==> run_1/final_clocks.png <==
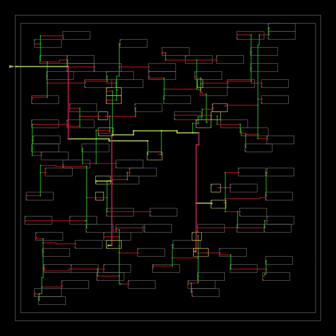
==> run_1/zoom.png <==
Window x 1 to 51, y 53 to 103 um. Cells in grey, sequential cells in the stronger grey; small squares are vias.
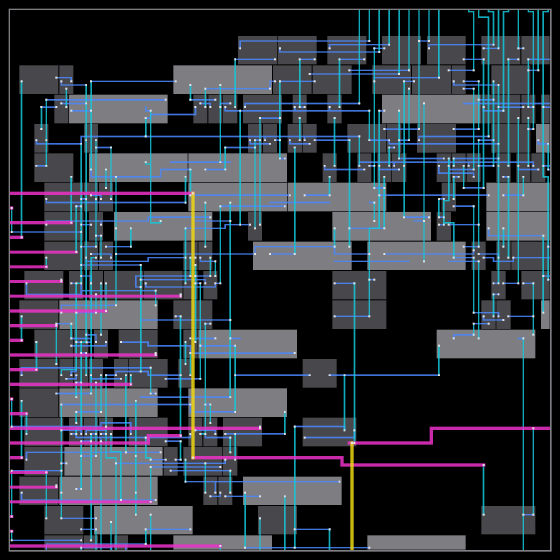
==> run_1/pdn.png <==
Pins as bars on the die edge.
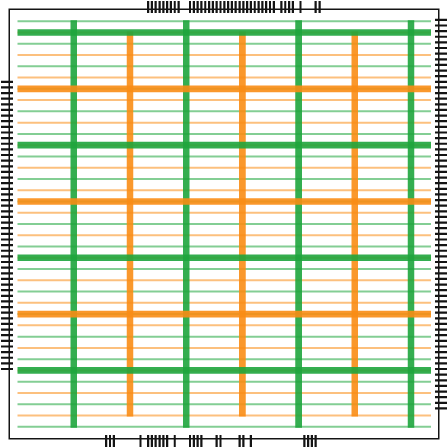
==> config.mk <==
export PLATFORM = sky130hd
export DESIGN_NAME = apb_mem_slave
export DESIGN_NICKNAME = d
export VERILOG_FILES = /design/src/rtl/apb_mem_slave.sv
export SDC_FILE = /design/constraint.sdc
export NUM_CORES = 1
export LEC_CHECK = 0
export ABC_AREA = 0
export CORE_MARGIN = 1.5
export CORE_UTILIZATION = 36
export CTS_CLUSTER_SIZE = 12
export DETAILED_ROUTE_END_ITERATION = 10
export PLACE_DENSITY = 0.77
export SLEW_MARGIN = 20
export SYNTH_ARGS = -nofsm -noshare
export SYNTH_HDL_FRONTEND = slang
export SYNTH_SLANG_ARGS = --single-unit
==> constraint.sdc <==
create_clock -name clk -period 2.2 [get_ports clk]
set_input_delay 0.22 -clock clk [delete_from_list [all_inputs] [get_ports clk]]
set_output_delay 0.22 -clock clk [all_outputs]
set_load 0.01 [all_outputs]
==> src/rtl/apb_mem_slave.sv <==
// APB3/APB4 slave front-end for a byte-lane memory: turns each APB transfer into
// one memory read or strobed write, with programmable wait states and decode errors.
module apb_mem_slave #(
  parameter int ADDR_WIDTH  = 32,
  parameter int DATA_WIDTH  = 32,
  parameter int MEM_WIDTH   = 8,
  parameter int MEM_DEPTH   = 4,
  parameter int MEM_AW      = 8,
  parameter int WAIT_STATES = 0
) (
  input  logic                  clk,
  input  logic                  rst,
  input  logic                  psel,
  input  logic                  penable,
  input  logic                  pwrite,
  input  logic [ADDR_WIDTH-1:0] paddr,
  input  logic [DATA_WIDTH-1:0] pwdata,
  input  logic [MEM_DEPTH-1:0]  pstrb,
  output logic [DATA_WIDTH-1:0] prdata,
  output logic                  pready,
  output logic                  pslverr,
  output logic                  mem_wr,
  output logic                  mem_rd,
  output logic [MEM_DEPTH-1:0]  mem_be,
  output logic [MEM_AW-1:0]     mem_address,
  output logic [DATA_WIDTH-1:0] mem_data_in,
  input  logic [DATA_WIDTH-1:0] mem_data_out
);

  localparam int            LINE_BITS = MEM_WIDTH * MEM_DEPTH;
  localparam logic [3:0]    WS_LOAD   = 4'(WAIT_STATES);

  typedef enum logic [1:0] {
    S_IDLE,
    S_WAIT,
    S_RESP
  } state_t;

  state_t                 state_q, state_d;
  logic [3:0]             cnt_q, cnt_d;
  logic                   wr_q, wr_d;
  logic                   err_q, err_d;
  logic [MEM_DEPTH-1:0]   mem_be_q, mem_be_d;
  logic [MEM_AW-1:0]      mem_address_q, mem_address_d;
  logic [LINE_BITS-1:0]   mem_data_in_q, mem_data_in_d;
  logic [DATA_WIDTH-1:0]  prdata_q, prdata_d;
  logic                   pslverr_q, pslverr_d;
  logic                   setup;
  logic                   decode_err;

  assign setup      = psel && !penable;
  assign decode_err = (paddr[1:0] != 2'b00) || (|paddr[ADDR_WIDTH-1:MEM_AW+2]);

  always_comb begin
    state_d       = state_q;
    cnt_d         = cnt_q;
    wr_d          = wr_q;
    err_d         = err_q;
    mem_be_d      = mem_be_q;
    mem_address_d = mem_address_q;
    mem_data_in_d = mem_data_in_q;
    prdata_d      = prdata_q;
    pslverr_d     = pslverr_q;

    case (state_q)
      S_IDLE: begin
        if (setup) begin
          wr_d          = pwrite;
          err_d         = decode_err;
          mem_be_d      = pwrite ? pstrb : '0;
          mem_address_d = paddr[MEM_AW+1:2];
          mem_data_in_d = pwdata;
          cnt_d         = WS_LOAD;
          state_d       = S_WAIT;
        end
      end
      S_WAIT: begin
        // A dropped psel abandons the transfer before anything reaches memory.
        if (!psel) begin
          state_d = S_IDLE;
        end else if (cnt_q == 4'd0) begin
          prdata_d  = (!wr_q && !err_q) ? mem_data_out : '0;
          pslverr_d = err_q;
          state_d   = S_RESP;
        end else begin
          cnt_d = cnt_q - 4'd1;
        end
      end
      S_RESP: begin
        state_d = S_IDLE;
      end
      default: begin
        state_d = S_IDLE;
      end
    endcase
  end

  always_ff @(posedge clk or posedge rst) begin
    if (rst) begin
      state_q       <= S_IDLE;
      cnt_q         <= '0;
      wr_q          <= 1'b0;
      err_q         <= 1'b0;
      mem_be_q      <= '0;
      mem_address_q <= '0;
      mem_data_in_q <= '0;
      prdata_q      <= '0;
      pslverr_q     <= 1'b0;
    end else begin
      state_q       <= state_d;
      cnt_q         <= cnt_d;
      wr_q          <= wr_d;
      err_q         <= err_d;
      mem_be_q      <= mem_be_d;
      mem_address_q <= mem_address_d;
      mem_data_in_q <= mem_data_in_d;
      prdata_q      <= prdata_d;
      pslverr_q     <= pslverr_d;
    end
  end

  // Memory strobes decode from state and latched transfer attributes only.
  assign pready      = (state_q == S_RESP);
  assign mem_rd      = (state_q == S_WAIT) && !wr_q && !err_q;
  assign mem_wr      = (state_q == S_RESP) && wr_q && !err_q && (|mem_be_q);
  assign mem_be      = mem_be_q;
  assign mem_address = mem_address_q;
  assign mem_data_in = mem_data_in_q;
  assign prdata      = prdata_q;
  assign pslverr     = pslverr_q;

endmodule
==> impl_metrics.tcl, run 1 <==
# implementation run metrics
set metrics [dict create \
    path_depth 3 \
    muxShareOfSynthArea_pct 10.3 \
    crit_path_top_delay_cell "clkdlybuf4s50_1" \
    worstPathArrival_ns 1.77 \
    area_delta_synth_final_pct 59.9 \
    status "finished, final reports clean" \
    yosys-stat-area_um2 3630 \
    ys_seq_share_pct 58.7 \
    clkPwrFrac_pct 17.4 \
    maxSlewViolCount 0 \
    sh_comb_area_pct 21.7 \
    seq_power_w 0.00248 \
    drc 0 \
    power_leader "sequential cells" \
    p_seq_share_pct 41.6 \
    synth_area_leader_cell "dfrtp_1" \
    internal_power_w 0.00402 \
    comb_area_um2 1260 \
    pwr_density_cell_nw_per_um2 1030 \
    r2r_slack_ns 0.45 \
    synth_flops 85 \
    fp-row-count 36 \
    cp_top_family "buffers and inverters" \
    final_util_pct 59.3 \
    synth-compound-area-share_pct 0.242 \
    dpl_cell_area_um2 5610 \
    crit_path_end_kind "output pin" \
    multi_input_comb_cells 238 \
    final_antenna_net_count 0 \
]
## Picture notes: final_clocks.png
clk sinks: 85
Fin Clk Skew: 0.00861 ns

## Picture notes: zoom.png
layer	colour
met4	yellow
met2	cyan
met3	magenta
met1	blue
cells with their middle in the window	136
netlist names of flops here include	mem_data_in (22)
sequential cells in the window	24
most frequent	nand2_1 (64), clkdlybuf4s50_1 (43), dfrtp_1 (24)

## Picture notes: pdn.png
net	colour
VSS	green
VDD	orange
met1 rails	37
met5 straps	7
met4 straps	7
signal pins	185
maximum vdd drop: 0.450 mV
Chip Height: 103 um
core area: 9770 um2
die width: 103 um

==> run 2: changes to the inputs <==
==> constraint.sdc (replaced) <==
create_clock -name clk -period 2.2 [get_ports clk]
set_input_delay 0.22 -clock clk [delete_from_list [all_inputs] [get_ports clk]]
set_output_delay 0.22 -clock clk [all_outputs]
set_load 0.02 [all_outputs]
==> impl_metrics.tcl, run 2 <==
# implementation run metrics
set metrics [dict create \
    status "finished, final reports clean" \
    clkPwrFrac_pct 17.7 \
    power_leakage_nw 2.81 \
    synth_area_leader_cell "dfrtp_1" \
    path_depth 3 \
    final_antenna_net_count 0 \
    ir_drop_mv 0.536 \
    die_y_um 103 \
    synth_flops 85 \
    grt_util_all_layers_pct 17.6 \
    comb_area_um2 1260 \
    area_delta_synth_final_pct 60.5 \
    worstPathRequired_ns 1.98 \
    crit_path_end_kind "output pin" \
    pwr_density_cell_nw_per_um2 1120 \
    ys_seq_share_pct 58.7 \
    internal_power_w 0.00423 \
    max_slew.worst_pin.slew_ns 0.618 \
    worstPathArrival_ns 1.83 \
    p_seq_share_pct 38.2 \
    crit_path_top_delay_cell "clkdlybuf4s50_1" \
    yosys-stat-area_um2 3630 \
    multi_input_comb_cells 238 \
    drt_iter0_drc 87 \
    ys_warn_count 0 \
    fp-row-count 36 \
    grtUsageMet2_pct 28.9 \
    power_leader "combinational cells" \
    cts.sinks 85 \
    reg2reg_depth 6 \
    maxSlewViolCount 0 \
    cp_top_family "buffers and inverters" \
    dieWidth_um 103 \
    r2r_slack_ns 0.48 \
    core_area_um2 9770 \
    muxShareOfSynthArea_pct 10.3 \
    synth-compound-area-share_pct 0.242 \
    finClkSkew_ns 0.00726 \
    dpl_cell_area_um2 5620 \
]
==> run_2/registers.png <==
Other sequential cells in the stronger grey, the rest of the logic in the fainter grey.
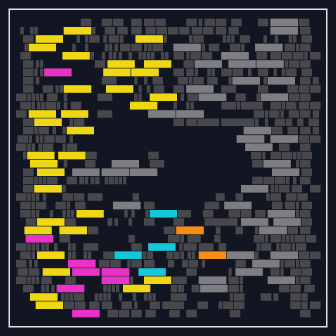
signal	colour	flops
mem_data_in	yellow	32
state_q	orange	2
cnt_q	cyan	4
mem_address	magenta	8
not coloured	39
Seq group: 0.00248 W
sequential share of cell area: 36.6%
Util after Layout: 59.5%
Seq. cell area: 2130 um2

==> run_2/gate_families.png <==
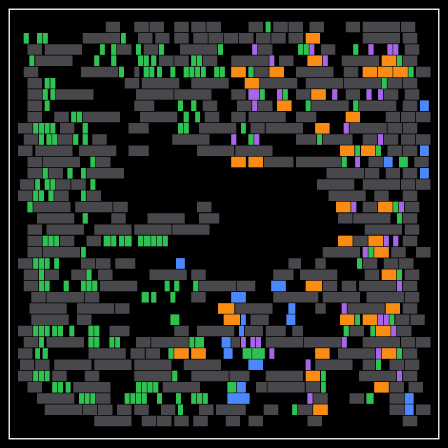
family	colour	cells
NOR gates	blue	18
inverters	purple	37
multiplexers	orange	37
NAND gates	green	176
non-filler instance count after layout: 696
logic share of the area: 21.6%

Power is estimated from default activity; no workload was simulated.
